Run 1, metal layers overlaid:
Two of the layers only.
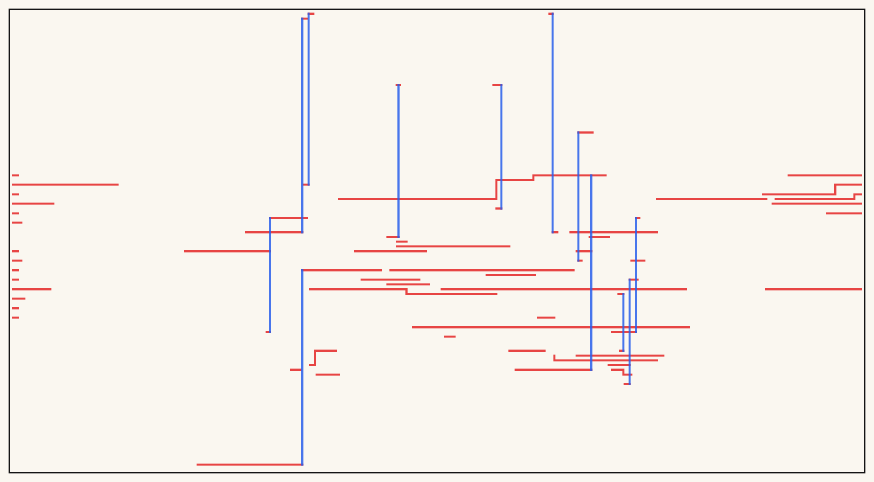
Run 1, track usage over the die:
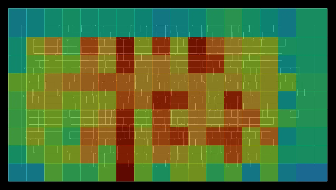
Run 1, sequential cells colored by netlist name:
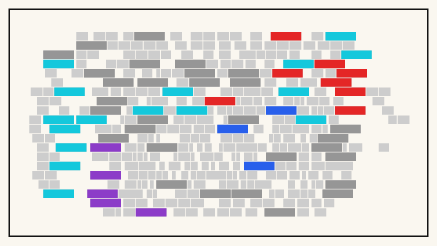
==> config.mk <==
export PLATFORM = sky130hd
export DESIGN_NAME = id_issue_stage
export DESIGN_NICKNAME = d
export VERILOG_FILES = /design/src/rtl/id_issue_stage.sv
export SDC_FILE = /design/constraint.sdc
export NUM_CORES = 1
export LEC_CHECK = 0
export ABC_AREA = 0
export CORE_ASPECT_RATIO = 0.5
export CORE_MARGIN = 5
export CORE_UTILIZATION = 43
export CTS_BUF_LIST = sky130_fd_sc_hd__clkbuf_8
export DETAILED_ROUTE_END_ITERATION = 8
export GPL_TIMING_DRIVEN = 0
export MAX_ROUTING_LAYER = met4
export PLACE_DENSITY = 0.87
export SYNTH_ARGS = -nofsm -noshare
export SYNTH_HDL_FRONTEND = slang
export SYNTH_SLANG_ARGS = --single-unit
export TNS_END_PERCENT = 50
==> constraint.sdc <==
create_clock -name clk_i -period 2.6 [get_ports clk_i]
set_clock_uncertainty 0.05 [all_clocks]
set_input_delay 0.26 -clock clk_i [delete_from_list [all_inputs] [get_ports clk_i]]
set_output_delay 0.26 -clock clk_i [all_outputs]
set_load 0.05 [all_outputs]
==> Changelog: implementation, run 1 <==
## Implementation

* Vias after detailed routing at 2,526
* Clk slew on worst S/H paths at 70 ps
* Setup Fix Bufs, Post-CTS at 0
* FP Util at 44.4%
* Outcome: complete, no violations
* Layout cell share with drive strength beyond 1 at 11.6%
* Comb power frac at 24.2%
* Initial antenna violation count at 0
* HPWL Detailed at 6460 microns
* Post-synthesis net count at 278
* Die Y at 66.2 microns
* Multiplexer share of the synthesized area at 2.44%
* Core footprint at 6110 sq um
* Cell Pwr Density at 573 nW/um^2
* # diodes at 0
* Final slew viol count at 0
* Final nets at 406
* CP arrival at 2240 ps
* Port Buffer Count at 115
* CP Max Fanout at 9
* Number of remaining DRC errors at 0
* CTS resizes at 8
* First-pass GRT wire length at 13,600 microns
* Number of fill cells in the layout at 446
* Synthesis-stage register bit count at 62
* Final setup margin at 46.2 ps
* Insertion Delay late pin at 330 ps
* Unrepaired setup endpoints after global routing: false
* Crit path max-delay family: buffers and inverters
* Slew headroom at 54.6%
* Fin Setup TNS at 0 ps
* DP Area at 3990 sq um
## Picture notes: 'metal layers overlaid'
legend:
  metal 3:
    color: red
    wire_length: 490 microns
  metal 4:
    color: blue
    wire_length: 256 microns
GRT Util Overall: 22.7%
drt total wl: 8650 microns

## Picture notes: 'track usage over the die'
grt met1 use: 25.5%
grt peak-use layer: met2
M2 GR Usage: 39.4%

## Picture notes: 'sequential cells colored by netlist name'
legend:
  imm_o:
    color: red
    flops: 8
  aluOp_o:
    color: purple
    flops: 5
    where: lower left
  data2_o:
    color: cyan
    flops: 16
  waddr_o:
    color: blue
    flops: 3
not colored: 30
Seq area share: 37.1%
fin util: 68.5%
Flop area: 1550 sq um
Seq group: 1.06 mW

==> run 1: layer usage <==
metal / vias to the layer above / part of all wire [%] / track usage (%)
li1: 1115 / - / -
met1: 1284 / 38 / 25.5
met2: 100 / 54 / 39.4
met3: 27 / 5.7 / 5.30
met4: 0 / 2.9 / 9.76
met5: - / 0 / -
==> run 1: worst register-to-register path: cells and delay by family (launching register included) <==
family                 cells  cell delay (ps)
buffers and inverters      2              380
muxes                      1              470
and+or+nand+nor            2              480
DFF                        1              400
AOI/OAI and AO/OA          2              400
==> run 1: synthesized netlist by cell type, types with 4 or more instances <==
cell type  count  area share (%)
a22o_1        44              14
a32o_1         4             1.5
buf_2          4            0.74
buf_4          7             1.9
clkbuf_1       8             1.1
dfrtp_1       62              57
nand2_1       12             1.7
nand2b_1       7             1.6
nand3_1        4            0.74
nand4_1        4            0.92
o21ai_0       10             1.8
o221ai_1       8             2.6
o41ai_1        4             1.3
==> run 1: placed cells by master, fill, tap and decap left out, types with 2 or more instances in the layout <==
cell type and n:
clkinvlp_4 2, a22o_1 44, o21ai_0 10, nor4_1 2, clkbuf_8 11, a32o_1 4, inv_1 4, nand2_1 12
buf_2 5, buf_4 8, clkdlybuf4s50_1 112, mux2_2 3, nand2b_1 7, dfrtp_1 62, nor2b_1 3, nor2_1 2
or2_2 2, or3_1 2, o311ai_0 2, clkbuf_1 8, nand4_1 4, o221ai_1 8, nand3_1 3, o41ai_1 4
==> run 1: area by class of cell <==
cell class,count,area share (%)
Sequential cell,62,37.1
Timing Repair Buffer,117,28.0
Multi-Input combinational cell,134,24.9
Clock buffer,11,3.62
Buffer,22,2.93
Tap cell,88,2.63
Clock inverter,4,0.568
Inverter,3,0.269
Run 1, ports around the boundary:
Pins as bars across the die edge, other pins in gray.
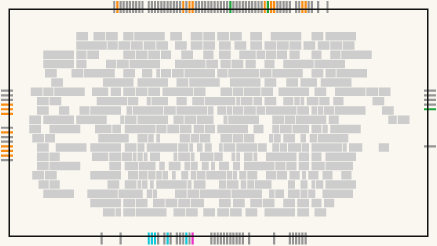

## Run 2: what changed since run 1
--- a/config.mk
+++ b/config.mk
@@ -7,7 +7,6 @@
 export LEC_CHECK = 0
 export ABC_AREA = 0
 export CORE_ASPECT_RATIO = 0.5
-export CORE_MARGIN = 5
 export CORE_UTILIZATION = 43
 export CTS_BUF_LIST = sky130_fd_sc_hd__clkbuf_8
 export DETAILED_ROUTE_END_ITERATION = 8
Run 2, ports around the boundary:
Pins as bars across the die edge, other pins in gray.
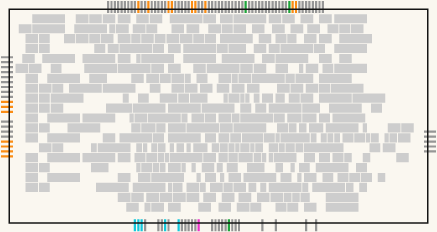
legend:
  mem_rd_o:
    color: magenta
    pins: 1
    direction: output
    edge: bottom
  aluOp_o:
    color: cyan
    pins: 5
    direction: output
    edge: bottom
  rf_rdata2_i:
    color: orange
    pins: 16
    direction: input
    edge: 9 top, 7 left
  rf_raddr2_o:
    color: green
    pins: 3
    direction: output
    edge: 2 top, 1 bottom
Port Buffer Count: 115
Die Width: 114 microns
Die Y: 58.2 microns

==> run 2 against run 1 <==
Worst hold slack gained 32 ps. Combinational power is essentially flat. Largest cell class unchanged. Synthesized cell count is the same. Count of clock-buffer cells in the layout shrank 2. Die size shrank 18%. Utilization grew 0.61 points. Via count grew 1.3%. Area after synthesis is the same.
==> Changelog: implementation, run 2 <==
## Implementation

* Clk slew on worst S/H paths at 60 ps (about the same)
* # diodes at 0 (unchanged)
* Final slew viol count at 0 (unchanged)
* M2 GR Usage at 43.2% (+3.8 points)
* First-pass GRT wire length at 12,600 microns (-7.8%)
* Synth area leader: dfrtp_1
* FP Util at 44.6% (+0.18 points)
* Final setup margin at 99.1 ps (+53.0 ps)
* Grt met1 use at 32.0% (+6.5 points)
* Setup Fix Bufs, Post-CTS at 0 (unchanged)
* CP arrival at 2190 ps (-50 ps)
* Slew headroom at 56.7% (+2.1 points)
* CP Max Fanout at 9 (unchanged)
* Outcome: complete, no violations
* Most instantiated cells after synthesis: dfrtp_1 (62), a22o_1 (44), nand2_1 (12)
* Number of remaining DRC errors at 0 (unchanged)
* Layout cell share with drive strength beyond 1 at 12.4% (+0.81 points)
* Area share, top type at 57.2% (unchanged)
* Unrepaired setup endpoints after global routing: false
* Fin util at 69.1% (+0.61 points)
* Top Layout Cells: clkdlybuf4s50_1 (112), dfrtp_1 (62), a22o_1 (44)
* Post-synthesis net count at 278 (unchanged)
* Synthesis-stage register bit count at 62 (unchanged)
* Initial antenna violation count at 0 (unchanged)
* Register area share after synthesis at 57.2%
* Biggest area cells: dfrtp_1 (57%), a22o_1 (14%), o221ai_1 (2.6%)
* Grt peak-use layer: met2
* Most frequent logic cell in the layout: clkdlybuf4s50_1
* Core footprint at 6080 sq um (-0.41%)
* Top-count cell post-synth: dfrtp_1
Run 2, metal layers overlaid:
Two of the layers only.
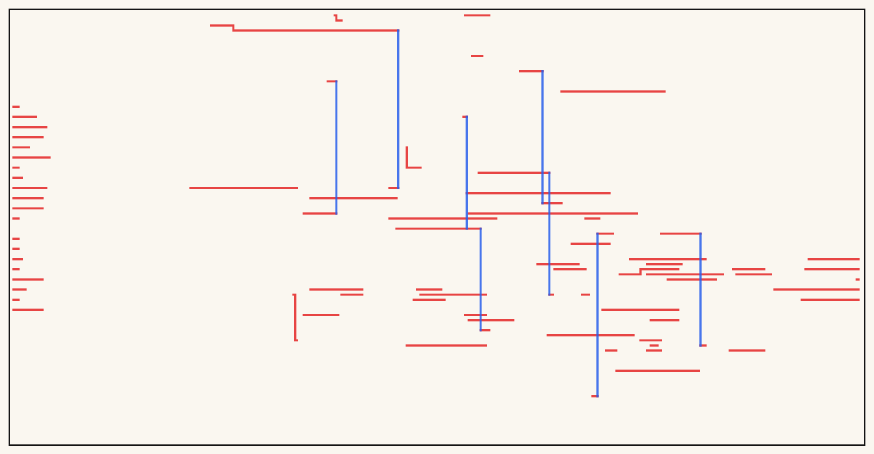
legend:
  metal 3:
    color: red
    wire_length: 425 microns
  metal 4:
    color: blue
    wire_length: 138 microns
vias after detailed routing: 2,558
GRT Util Overall: 26.0%
drt total wl: 8320 microns
WL per Instance: 18.8 microns

==> run 2: power by group through the flow <==
stage               Clock, mW  Sequential [mW]  Combinational, mW
global placement            0             1.08              0.551
global route            0.866             1.07              0.608
finish                  0.816             1.07              0.581
floorplan                   0             1.21              0.186
CTS                     0.824             1.07              0.575
detailed placement          0             1.08              0.569
==> run 2: per-layer routing <==
| metal | part of all wire [%] | vias to the layer above |
|---|---|---|
| li1 | - | 1116 |
| met1 | 42 | 1300 |
| met2 | 51 | 125 |
| met3 | 5.1 | 17 |
| met4 | 1.7 | 0 |
| met5 | 0 | - |
==> run 2: what timing repair did <==
action                                  in CTS  in global routing
resized                                      8                  3
endpoints found under the setup margin       1                  1
hold buffers                                 1                  0
gates cloned                                 0                  0
hold endpoints to repair                    28                  0
==> run 2: critical path, delay by kind of cell <==
kind / cells / cell delay [ps]
AOI/OAI and AO/OA: 2 / 380
and+or+nand+nor: 2 / 750
buffers and inverters: 3 / 790
==> run 2: area by class of cell <==
class                      instances  area, sq um
fill                             428         1880
sequential                        62         1550
timing repair buffer             117         1170
multi-input combinational        134         1040
clock buffer                       9          124
buffer                            22          124
tap                               88          110
clock inverter                     7         66.3
inverter                           3         11.3
==> run 2: through the flow <==
step | TNS (ps) | area, sq um | power (mW)
6_report | 0 | 4200 | 2.47
3_3_place_gp | -36520 | 3980 | 1.63
3_5_place_dp | -4330 | 3990 | 1.65
4_1_cts | 0 | 4190 | 2.47
5_1_grt | 0 | 4200 | 2.55
2_1_floorplan | 0 | 2710 | 1.39
==> run 2: kinds of logic after synthesis <==
logic type / synth area share, %
xor+xnor: 0.646
simple gates: 9.91
buf+inv: 4.93
flops: 57.2
mux: 2.44
compound gates: 24.9
No activity file was given, so power comes from the tool's default toggle rates.
